$ cat config.mk
export PLATFORM = sky130hd
export DESIGN_NAME = nonce_scheduler
export DESIGN_NICKNAME = d
export VERILOG_FILES = /design/src/rtl/nonce_scheduler.sv
export SDC_FILE = /design/constraint.sdc
export NUM_CORES = 1
export LEC_CHECK = 0
export ABC_AREA = 1
export CORE_AREA = 2 2 361 363
export DETAILED_ROUTE_END_ITERATION = 16
export DIE_AREA = 0 0 363 365
export SYNTH_ARGS = -nofsm -noshare
export SYNTH_HDL_FRONTEND = slang
export SYNTH_SLANG_ARGS = --single-unit
$ cat constraint.sdc
create_clock -name clk -period 14.75 [get_ports clk]
set_input_delay 2.95 -clock clk [delete_from_list [all_inputs] [get_ports clk]]
set_output_delay 2.95 -clock clk [all_outputs]
set_load 0.02 [all_outputs]
$ cat src/rtl/nonce_scheduler.sv
// rtl/nonce_scheduler.sv - hands out nonce chunks to hash cores, detects golden nonce or exhaustion
module nonce_scheduler #(
    parameter int NUM_CORES  = 4,
    parameter int CHUNK_LOG2 = 8
) (
    input  logic                    clk,
    input  logic                    rst,
    input  logic                    blkValid,
    input  logic [351:0]            blkState,
    output logic                    blkTake,
    input  logic [NUM_CORES-1:0]    coreReq,
    output logic [NUM_CORES-1:0]    coreGrant,
    output logic [31:0]             coreNonceBase,
    output logic [351:0]            coreState,
    input  logic [NUM_CORES-1:0]    coreDone,
    input  logic [NUM_CORES-1:0]    coreFound,
    input  logic [32*NUM_CORES-1:0] coreNonce,
    output logic                    coreAbort,
    output logic                    foundValid,
    output logic [31:0]             foundNonce,
    output logic                    exhausted
);

    localparam int PW = (NUM_CORES > 1) ? $clog2(NUM_CORES) : 1;

    typedef enum logic [1:0] {IDLE, DISPATCH, DRAIN} state_t;

    state_t                 state, state_next;
    logic [32:0]            counter;
    logic [32:0]            counter_inc;
    logic [NUM_CORES-1:0]   busy;
    logic [PW-1:0]          rr_ptr;
    logic                   cause_found;
    logic [351:0]           core_state_q;
    logic                   core_abort_q;
    logic                   found_valid_q;
    logic [31:0]            found_nonce_q;
    logic                   exhausted_q;

    logic [NUM_CORES-1:0]   eligible;
    logic [NUM_CORES-1:0]   found_hits;
    logic                   found_any;
    logic [31:0]            found_sel;
    logic                   grant_any;
    logic                   grant_ok;
    logic [PW-1:0]          grant_idx;
    logic [NUM_CORES-1:0]   grant_vec;
    logic [PW:0]            rr_sum;

    assign counter_inc = counter + (33'd1 << CHUNK_LOG2);

    // Found requests outrank grants; lowest busy finder wins.
    always_comb begin
        eligible   = (state == DISPATCH) ? (coreReq & ~busy) : '0;
        found_hits = (state == DISPATCH) ? (coreFound & busy) : '0;
        found_any  = 1'b0;
        found_sel  = '0;
        for (int i = 0; i < NUM_CORES; i++) begin
            if (!found_any && found_hits[i]) begin
                found_any = 1'b1;
                found_sel = coreNonce[32*i +: 32];
            end
        end
        grant_any = 1'b0;
        grant_idx = '0;
        rr_sum    = '0;
        for (int i = 0; i < NUM_CORES; i++) begin
            rr_sum = {1'b0, rr_ptr} + (PW+1)'(i);
            if (rr_sum >= (PW+1)'(NUM_CORES))
                rr_sum = rr_sum - (PW+1)'(NUM_CORES);
            if (!grant_any && eligible[rr_sum[PW-1:0]]) begin
                grant_any = 1'b1;
                grant_idx = rr_sum[PW-1:0];
            end
        end
        grant_ok  = grant_any && !found_any;
        grant_vec = grant_ok ? (NUM_CORES'(1) << grant_idx) : '0;
    end

    always_ff @(posedge clk or posedge rst) begin
        if (rst)
            state <= IDLE;
        else
            state <= state_next;
    end

    always_comb begin
        state_next = state;
        blkTake    = 1'b0;
        case (state)
            IDLE: begin
                blkTake = blkValid && !rst;
                if (blkValid)
                    state_next = DISPATCH;
            end
            DISPATCH: begin
                if (found_any || (grant_ok && counter_inc[32]))
                    state_next = DRAIN;
            end
            DRAIN: begin
                if (busy == '0)
                    state_next = IDLE;
            end
            default: state_next = IDLE;
        endcase
    end

    always_ff @(posedge clk or posedge rst) begin
        if (rst) begin
            counter       <= '0;
            busy          <= '0;
            rr_ptr        <= '0;
            cause_found   <= 1'b0;
            core_state_q  <= '0;
            core_abort_q  <= 1'b0;
            found_valid_q <= 1'b0;
            found_nonce_q <= '0;
            exhausted_q   <= 1'b0;
        end else begin
            core_abort_q  <= 1'b0;
            found_valid_q <= 1'b0;
            exhausted_q   <= 1'b0;
            case (state)
                IDLE: begin
                    if (blkValid) begin
                        core_state_q <= blkState;
                        counter      <= '0;
                        busy         <= '0;
                        rr_ptr       <= '0;
                    end
                end
                DISPATCH: begin
                    if (found_any) begin
                        found_nonce_q <= found_sel;
                        found_valid_q <= 1'b1;
                        core_abort_q  <= 1'b1;
                        busy          <= '0;
                        cause_found   <= 1'b1;
                    end else begin
                        // OR-ing the grant last lets a same-cycle set beat a done
                        busy <= (busy & ~coreDone) | grant_vec;
                        if (grant_ok) begin
                            counter     <= counter_inc;
                            rr_ptr      <= (grant_idx == PW'(NUM_CORES-1)) ? '0 : grant_idx + 1'b1;
                            cause_found <= 1'b0;
                        end
                    end
                end
                DRAIN: begin
                    busy <= busy & ~coreDone;
                    if (busy == '0)
                        exhausted_q <= !cause_found;
                end
                default: ;
            endcase
        end
    end

    assign coreGrant     = grant_vec;
    assign coreNonceBase = counter[31:0];
    assign coreState     = core_state_q;
    assign coreAbort     = core_abort_q;
    assign foundValid    = found_valid_q;
    assign foundNonce    = found_nonce_q;
    assign exhausted     = exhausted_q;

endmodule

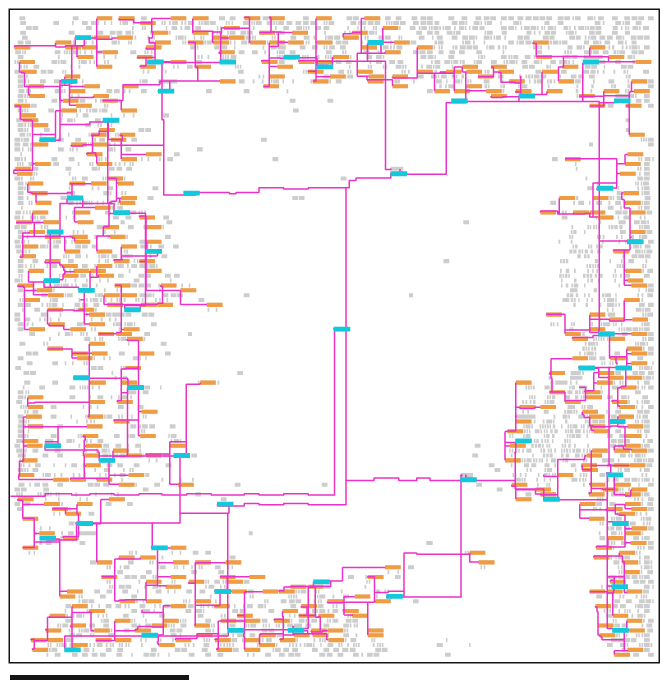
Figure 1: clock network drawn from the DEF.
Bar = 100 microns.
legend:
  orange:
    item: flip-flops
    count: 420
  cyan:
    item: cells driving clock nets
    count: 53
  magenta:
    item: clock wires
    length: 7550 microns
routed clock nets: 54
flops lie: all over the die
P_clk: 0.00135 W
final setup skew: 0.0365 ns
Clk Latency, worst-skew pair: 0.64 ns

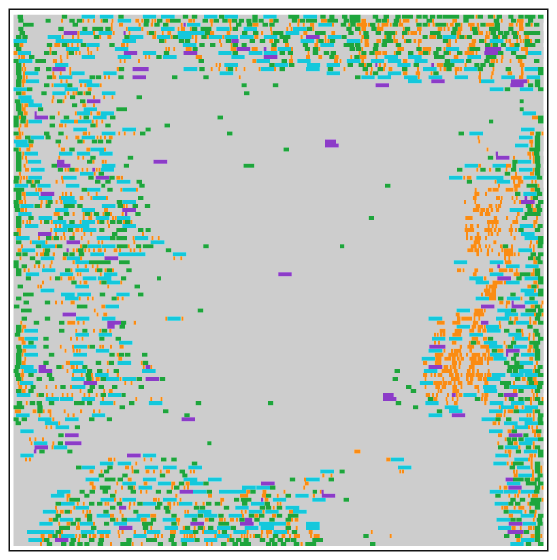
Figure 2: placed cells, one color a class.
Fill, decap, tap and diode cells in gray.
legend:
  green:
    class: other buffers and delay cells
    cells: 923
    share_of_their_area: 33%
  purple:
    class: clock drivers and dummy loads
    cells: 88
    share_of_their_area: 6.2%
  orange:
    class: all other logic
    cells: 1622
    share_of_their_area: 24%
  cyan:
    class: flip-flops
    cells: 420
    share_of_their_area: 37%

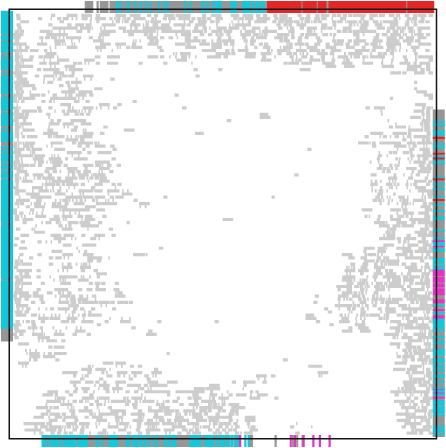
Figure 3: pin placement.
Pins as bars across the die edge, other pins in gray.
legend:
  red:
    port: coreNonce
    pins: 128
    direction: input
    edge: 123 top, 5 right
  magenta:
    port: coreNonceBase
    pins: 32
    direction: output
    edge: 23 right, 7 bottom, 2 top
  cyan:
    port: blkState
    pins: 352
    direction: input
    edge: 172 left, 77 bottom, 68 right, 35 top

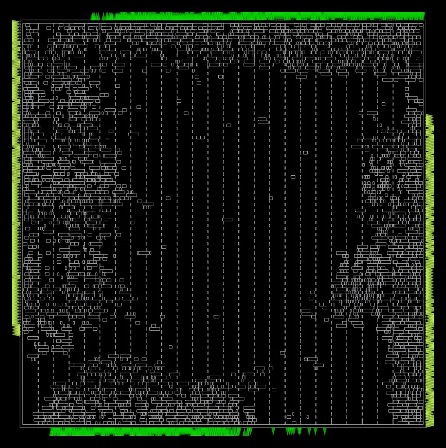
Figure 4: cell outlines without signal wires.
Seq area share: 0.347
final std cells w/o fill: 4730

==> results_slide.txt <==
Key Metrics from the Run

Min path
  • Hold/Removal Path Class: register to register
  • Hold depth: 1

Global route
  • First-pass GRT wire length: about 130000 microns
  • Initial antenna violation count: 21
  • Vias in the first global route: 17000

Logic synthesis
  • Ys async rst share: 1.00
  • Dominant flop cell: dfrtp_1
  • Yosys cell count: 2171
  • Flops after synth: between 400 and 500
  • Yosys top cell by area: dfrtp_1
  • Top-area cell share: 0.589
  • Main area contributors: dfrtp_1 (59%), nand2_1 (27%), nor2_1 (2.0%)
  • Cells after Synth: 2171
  • Synth cell count leaders: nand2_1 (1282), dfrtp_1 (420), nor2_1 (95), clkbuf_1 (84), nand3_1 (62)

Cells and area
  • Logic area: roughly 6500 sq um
  • Layout area overhead: 69.8%
  • Util after Layout: 0.236
  • Fin area: about 30000 sq um
  • Layout Nets: about 3500

Placement
  • GP Congestion: between 0.8 and 0.9

Detailed routing
  • Post-DR vias/cell: about 3.7
  • Post-route ant nets: 0
  • Metal3 WL: just under 10000 microns
  • Post-Route M1 WL: around 39000 microns
  • Wirelength per Cell: approximately 21 microns
  • Initial drt markers: between 1000 and 1500
  • Final WL: a little under 100000 microns
  • DR top layer: met5

Pwr
  • Switch Pwr: roughly 0.0029 W
  • Power Total: 0.00664 W
  • PwrDens: ~220 nW/um^2
  • Clk pwr share: 0.203

Final timing
  • Final Hold Violation Tally: 0
  • Tmin final: around 8.4 ns
  • Fmax achieved: 0.119 GHz
  • Final setup vio count: 0
  • Worst slew pin tran: around 1.4 ns
  • Final TNS setup: 0 ns

Floorplanning
  • Row count: about 130
  • Die Y: 365 microns
  • Core ar.: about 130000 sq um

Setup path
  • Worst r2r path cells: 8
  • Critical path required time: about 12 ns
  • Worst Path Max Fanout: 7
  • Critical Path AT: between 5 and 6 ns

Clock tree
  • CTS Root Buffer Type: clkbuf_16
  • Clock-pin slew on the worst setup and hold paths: 0.06 ns
  • # hold bufs at CTS: 0

Outcome
  • Status: finished clean
==> stage by stage <==
stage	setup slack, ns	hold WS (ns)	instances
2_1_floorplan	0.109	0.401	2178
3_3_place_gp	6.32	0.449	4640
3_5_place_dp	6.33	0.438	4640
4_1_cts	6.33	0.475	4728
5_1_grt	6.16	0.476	4728
6_report	6.32	0.455	4730
==> final timing paths <==
path / start / endpoint / slack (ns)
max: coreReq[2] / coreGrant[3] / 6.32
min: cause_found / exhausted / 0.46
max reg2reg: state[0] / coreState[151] / 10.91
min reg2reg: cause_found / exhausted / 0.46
max in group asynchronous: rst / coreState[159] / 9.46
min in group asynchronous: rst / coreState[40] / 3.05
==> cells in the final DEF (no fill, tap or decap), types with 15 or more instances in the layout <==
| master | netlist | routed |
|---|---|---|
| nand2_1 | 1282 | 1281 |
| clkdlybuf4s50_1 | 0 | 910 |
| dfrtp_1 | 420 | 420 |
| nor2_1 | 95 | 95 |
| nand3_1 | 62 | 62 |
| inv_1 | 56 | 54 |
| clkbuf_16 | 0 | 53 |
| a221oi_1 | 32 | 32 |
| nand4_1 | 19 | 19 |
| xor2_1 | 15 | 15 |
==> registers in the layout (all words and copies together) (netlist names) <==
register / cells
counter: 25
exhausted: 1
rr_ptr: 2
state: 2
foundNonce: 32
foundValid: 1
coreState: 352
busy: 4
cause_found: 1
==> layer usage <==
metal	GRT usage	vias to the layer above
met1	0.168	8275
met4	0.0419	36
li1	-	8355
met3	0.0594	132
met2	0.229	710
met5	0.00290	-
==> kinds of logic after synthesis <==
family                     synth area share
DFF                                   0.589
AOI/OAI and AO/OA                    0.0193
adders and majority gates           0.00561
buffers and inverters                0.0501
xor gates and xnor gates             0.0108
and+or+nand+nor                       0.325
other                              0.000210
==> power by group through the flow <==
stage               Sequential [W]  Clock [W]  Combinational [W]
detailed placement         0.00202          0            0.00336
CTS                        0.00201    0.00140            0.00338
floorplan                  0.00256          0           0.000912
finish                     0.00201    0.00135            0.00328
global placement           0.00201          0            0.00336
global route               0.00208    0.00145            0.00353
==> cell type report <==
cell class | count | area share
inverter | 59 | 0.00780
multi-input combinational | 1563 | 0.214
clock inverter | 16 | 0.00879
timing repair buffer | 923 | 0.305
sequential | 420 | 0.347
clock buffer | 72 | 0.0488
tap | 1675 | 0.0691
antenna | 2 | 0.000165
==> worst max-delay path, stage by stage <==
cell and delay, ns:
clkdlybuf4s50_1 0.53, nand2_1 0.07, nor2_1 0.13, nand2_1 0.09
nand3_1 0.10, nand2_2 0.12, nand3_1 0.13, o211ai_1 0.10
nor2_1 0.22, inv_1 0.10, ha_1 0.18, nand2_1 0.14
inv_1 0.07, clkdlybuf4s50_1 0.54
Power and IR drop assume default switching activity.
